<file path="src/rtl/msg_buffer_writer.sv">
// Character-stream to packed message buffer with padding and commit to MSG.
// Define MSG_WRITER_VSYNC_SYNC_EN to hold each commit until a frame_start pulse.
module msg_buffer_writer #(
    parameter int         MSG_LENGTH = 6,
    parameter logic [7:0] FILL_CHAR  = 8'h20
) (
    input  logic                      clk,
    input  logic                      rst_n,
    input  logic                      wr_valid,
    output logic                      wr_ready,
    input  logic [7:0]                wr_char,
    input  logic                      wr_last,
    input  logic                      clear,
    input  logic                      frame_start,
    output logic [0:8*MSG_LENGTH-1]   MSG,
    output logic                      busy,
    output logic                      done,
    output logic                      truncated
);

    localparam int PW = $clog2(MSG_LENGTH + 1);
    localparam logic [PW-1:0] LAST_PTR = PW'(MSG_LENGTH);
    localparam logic [PW-1:0] ONE_PTR  = PW'(1);

    typedef enum logic [2:0] {
        S_IDLE,
        S_WRITE,
        S_PAD,
        S_DROP,
        S_PEND
    } state_t;

    state_t                          state_q, state_d;
    logic [PW-1:0]                   ptr_q, ptr_d;
    logic [MSG_LENGTH-1:0][7:0]      shadow_q, shadow_d;
    logic [0:8*MSG_LENGTH-1]         msg_q, msg_d;
    logic                            trunc_pend_q, trunc_pend_d;
    logic                            truncated_q, truncated_d;
    logic                            done_q, done_d;
    logic                            xfer;
    logic                            commit_ok;
    logic [PW-1:0]                   ptr_inc;

    // Shared next-state rule after a character lands; p is the post-increment pointer.
    function automatic state_t after_write(input logic [PW-1:0] p, input logic last);
        if (p == LAST_PTR) return last ? S_PEND : S_DROP;
        return last ? S_PAD : S_WRITE;
    endfunction

`ifdef MSG_WRITER_VSYNC_SYNC_EN
    assign commit_ok = frame_start;
`else
    logic unused_frame_start;
    assign unused_frame_start = frame_start;
    assign commit_ok = 1'b1;
`endif

    assign wr_ready = (state_q == S_IDLE || state_q == S_WRITE || state_q == S_DROP) && !clear;
    assign xfer     = wr_valid && wr_ready;
    assign ptr_inc  = ptr_q + ONE_PTR;

    always_comb begin
        state_d      = state_q;
        ptr_d        = ptr_q;
        shadow_d     = shadow_q;
        msg_d        = msg_q;
        trunc_pend_d = trunc_pend_q;
        truncated_d  = truncated_q;
        done_d       = 1'b0;
        if (clear) begin
            state_d      = S_IDLE;
            ptr_d        = '0;
            trunc_pend_d = 1'b0;
            shadow_d     = {MSG_LENGTH{FILL_CHAR}};
        end else begin
            case (state_q)
                S_IDLE: begin
                    if (xfer) begin
                        shadow_d[0] = wr_char;
                        ptr_d       = ONE_PTR;
                        state_d     = after_write(ONE_PTR, wr_last);
                    end
                end
                S_WRITE: begin
                    if (xfer) begin
                        for (int i = 0; i < MSG_LENGTH; i++)
                            if (ptr_q == PW'(i)) shadow_d[i] = wr_char;
                        ptr_d   = ptr_inc;
                        state_d = after_write(ptr_inc, wr_last);
                    end
                end
                S_PAD: begin
                    for (int i = 0; i < MSG_LENGTH; i++)
                        if (ptr_q == PW'(i)) shadow_d[i] = FILL_CHAR;
                    ptr_d = ptr_inc;
                    if (ptr_inc == LAST_PTR) state_d = S_PEND;
                end
                S_DROP: begin
                    if (xfer && wr_last) begin
                        state_d      = S_PEND;
                        trunc_pend_d = 1'b1;
                    end
                end
                S_PEND: begin
                    if (commit_ok) begin
                        for (int i = 0; i < MSG_LENGTH; i++)
                            msg_d[8*i +: 8] = shadow_q[i];
                        truncated_d  = trunc_pend_q;
                        done_d       = 1'b1;
                        state_d      = S_IDLE;
                        ptr_d        = '0;
                        trunc_pend_d = 1'b0;
                    end
                end
                default: state_d = S_IDLE;
            endcase
        end
    end

    always_ff @(posedge clk or negedge rst_n) begin
        if (!rst_n) begin
            state_q      <= S_IDLE;
            ptr_q        <= '0;
            shadow_q     <= {MSG_LENGTH{FILL_CHAR}};
            msg_q        <= {MSG_LENGTH{FILL_CHAR}};
            trunc_pend_q <= 1'b0;
            truncated_q  <= 1'b0;
            done_q       <= 1'b0;
        end else begin
            state_q      <= state_d;
            ptr_q        <= ptr_d;
            shadow_q     <= shadow_d;
            msg_q        <= msg_d;
            trunc_pend_q <= trunc_pend_d;
            truncated_q  <= truncated_d;
            done_q       <= done_d;
        end
    end

    assign MSG       = msg_q;
    assign busy      = (state_q != S_IDLE);
    assign done      = done_q;
    assign truncated = truncated_q;

endmodule

</file>
<file path="config.mk">
export PLATFORM = sky130hd
export DESIGN_NAME = msg_buffer_writer
export DESIGN_NICKNAME = d
export VERILOG_FILES = /design/src/rtl/msg_buffer_writer.sv
export SDC_FILE = /design/constraint.sdc
export NUM_CORES = 1
export LEC_CHECK = 0
export CORE_UTILIZATION = 50
export CTS_CLUSTER_DIAMETER = 80
export DETAILED_ROUTE_END_ITERATION = 8
export PLACE_DENSITY = 0.84
export SYNTH_ARGS = -nofsm -noshare
export SYNTH_HDL_FRONTEND = slang
export SYNTH_SLANG_ARGS = --single-unit
</file>
<file path="constraint.sdc">
create_clock -name clk -period 2 [get_ports clk]
set_input_delay 0.6 -clock clk [delete_from_list [all_inputs] [get_ports clk]]
set_output_delay 0.6 -clock clk [all_outputs]
set_load 0.02 [all_outputs]
</file>
**Placed standard cells**

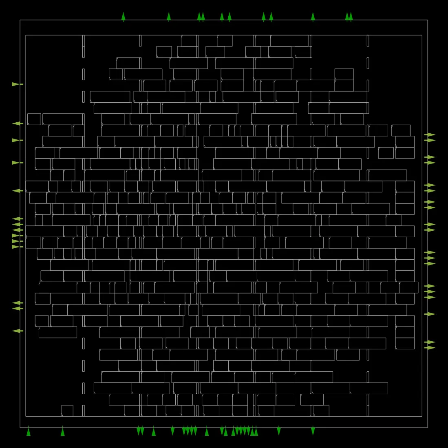
number of rows in the core area: 34
total core area: 8890 µm²
Seq area share: 0.456
sequential cell count of the final layout: 105
core occupancy in the finished layout: 0.651

**Wires at chosen ports, followed through buffers**

(4 px per µm)
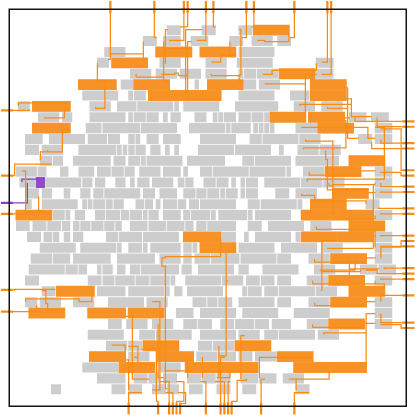
[purple] `wr_ready` | bits: 1 | direction: output | end cells: 1 | buffers: 1 | wire: 13.7 µm
[orange] `MSG` | bits: 48 | direction: output | end cells: 48 | buffers: 48 | wire: 1390 µm

**Routed clock nets over the placement**

(3 px per µm)
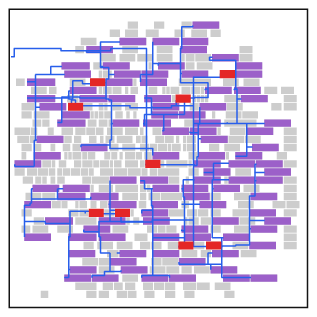
[blue] clock wires | length: 1090 µm
[red] clock drivers | count: 9
[purple] flip-flops | count: 105
flops lie: widely spread
routed clock nets: 10

**Cells coloured by class**

(3 px per µm)
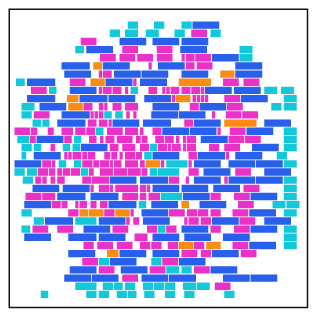
[cyan] remaining buffers and delay cells | cells: 87
[blue] sequential cells | cells: 105
[magenta] combinational and other logic | cells: 201
[orange] clock drivers and dummy loads | cells: 16

**Sequential cells coloured by netlist name**

(3 px per µm)
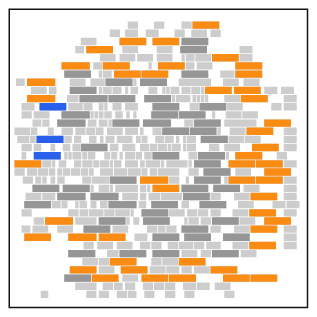
[orange] `MSG` | sequential cells: 48 | where: widely spread
[blue] `state_q` | sequential cells: 3
Seq group: 2.21 mW
total area of sequential cells: 2640 µm²

[power by group through the flow]
stage               Clock, mW  Sequential (mW)  Combinational, mW
floorplan                   0             2.26              0.184
global placement            0             2.24              0.381
detailed placement          0             2.25              0.398
CTS                      1.52             2.20              0.386
global route             1.61             2.21              0.423
finish                   1.49             2.21              0.389
[layout make-up]
| class | count | area (µm²) | area share |
|---|---|---|---|
| Clock inverter | 7 | 108 | 0.0186 |
| Clock buffer | 9 | 124 | 0.0214 |
| Inverter | 25 | 93.8 | 0.0162 |
| Sequential cell | 105 | 2640 | 0.456 |
| Timing Repair Buffer | 87 | 925 | 0.160 |
| Multi-Input combinational cell | 176 | 1760 | 0.304 |
| Tap cell | 108 | 135 | 0.0233 |
==> flow_results.org <==
#+TITLE: Flow metrics

** Global routing
- For met2 alone, demand over resource in global routing was 0.358.
- Global-route layer with the greatest usage :: met2
- Met1 track demand over resource in global routing :: 0.293
- The global routing report lists combined usage of all routing layers as 0.220.
- Number of antenna violations at the first check in global routing :: 0
- After global routing the overflow that remains totals 0.
- Maximum number of pins on one net before global-route repair :: 46
- The via count of the first global-routing pass is 3153.

** CTS
- Looking at the clock tree report, the H-tree level count equals 3.
- Gates resized during post-CTS repair numbered 15.
- The later pin in the worst-skew pair is clocked with a latency of 380 ps.
- Clock edge transition at the registers on the reported setup and hold paths :: 100 ps
- The clock tree has to reach 105 sinks.
- Bufs on Longest Clock Path :: 2
- Cts hold-fix bufs :: 0

** Yosys
- Cell with the most instances after synthesis :: dfrtp_1
- The share of synthesized area in the top cell type comes to 0.496.
- Adder and majority gate portion of the synthesized area :: 0.0187
- In this run, the synthesized area fraction spent on and/or/nand/nor cells is recorded as 0.0597.
- Multiplexer share of the synthesized area :: 0.159
- In this run, the synthesized area fraction spent on AND-OR/OR-AND gates is recorded as 0.137.
- The synthesis run identifies the leading combinational cell family as multiplexers.
- Async SR Flop Fraction :: 1.00
- Avg Synthesized Cell Area :: 14.4 µm²
- # Cells Yosys :: 327
- In the synthesized netlist, the number of instances is 327.
- Top flip-flop cell by instance count after synthesis :: dfrtp_1
- Count of library flops with an enable pin :: 0
- Yosys reported a register bit count of 105.
- Net count after synthesis :: 348
- For this run, the chip area from Yosys synthesis comes to 4690 µm².

** Pwr
- In this run the static leakage power is 3.04 nW.
- The flow reported a cell area power density of 706 nW/µm².
- In this run the VDD rail shows a maximum IR drop of 0.000401 V.
- The script computed the net switching share of total power as 0.250.
- Net switching power figure :: 1.02 mW
- Share of total power in the clock network :: 0.365
- Portion of total power attributed to combinational logic :: 0.095

** Cells and area
- In the final design database the tool counted 425 nets.
- Synthesis-to-finish area growth :: 23.4%
- The final report gives the standard cell area, fillers excluded, as 5790 µm².
- Fraction of final layout cells with drive strength greater than 1 :: 0.286
- Most frequent logic cell in the layout :: dfrtp_1
- Dominant logic cell types in the final layout :: dfrtp_1 (92), mux2_4 (49), clkdlybuf4s50_1 (30)
- The final layout report lists a filler cell count of 628.

** Worst setup path
- Last element of the critical path :: MSG[17]
- For reference, the critical path cell chain is clkdlybuf4s50_1.
- Critical path start-end classification :: reg -> out
- Looking at the critical path, the single cell with the biggest stage delay is clkdlybuf4s50_1.
- Instance count on the critical path :: 1
- Worst reg-to-reg path cell count :: 7
- Buffer and inverter count on the worst path :: 1
- Worst-path maximum fanout :: 2
- Looking at the reg2reg group, the worst path starts from ptr_q[0].
- STA puts the critical path data required time at 1400 ps.
- The worst setup path is captured at an output pin.

** Routing
- Routed length on met2 :: 4.96 mm
- The script logs the ratio of routed vias to standard cells as 5.86.
- After the first detailed-routing iteration, the DRC count stood at 288.
- Post-detailed-routing wire length :: 9.98 mm
- Post-route DRC :: 0
- The highest metal layer carrying signal wires in the routed design is met4.
- Pre-antenna DRT Iters :: 4

** Final timing
- Worst rel slew slack :: 0.693
- Summed over all failing endpoints, the final setup total negative slack is 0 ps.
- Setup violations remaining at the end of the flow were counted as 0.
- The transition time recorded at the tightest slew-check pin is 460 ps.
- Hold timing on the final database bottoms out at a slack of 126 ps.
- Post-route setup slack :: 40.5 ps
- Clock skew :: 10.6 ps
- Fraction of the cycle the final worst path needs :: 0.980

** Die
- The share of the core area taken by cells at floorplan is 0.528.
- Die span in x :: 98.9 µm
- Chip height :: 98.9 µm
- Chip Area :: 9780 µm²

** Place
- RePlAce Congestion :: 0.840
- The placed instances occupy a cell area of 5500 µm².
- Post-Place Worst Slack :: -560 ps

** Job
- Count of warning messages emitted by the tools :: 32
- Total of max-cap violations :: 0

** Status
- Status :: finished clean
Power is estimated from default activity; no workload was simulated.
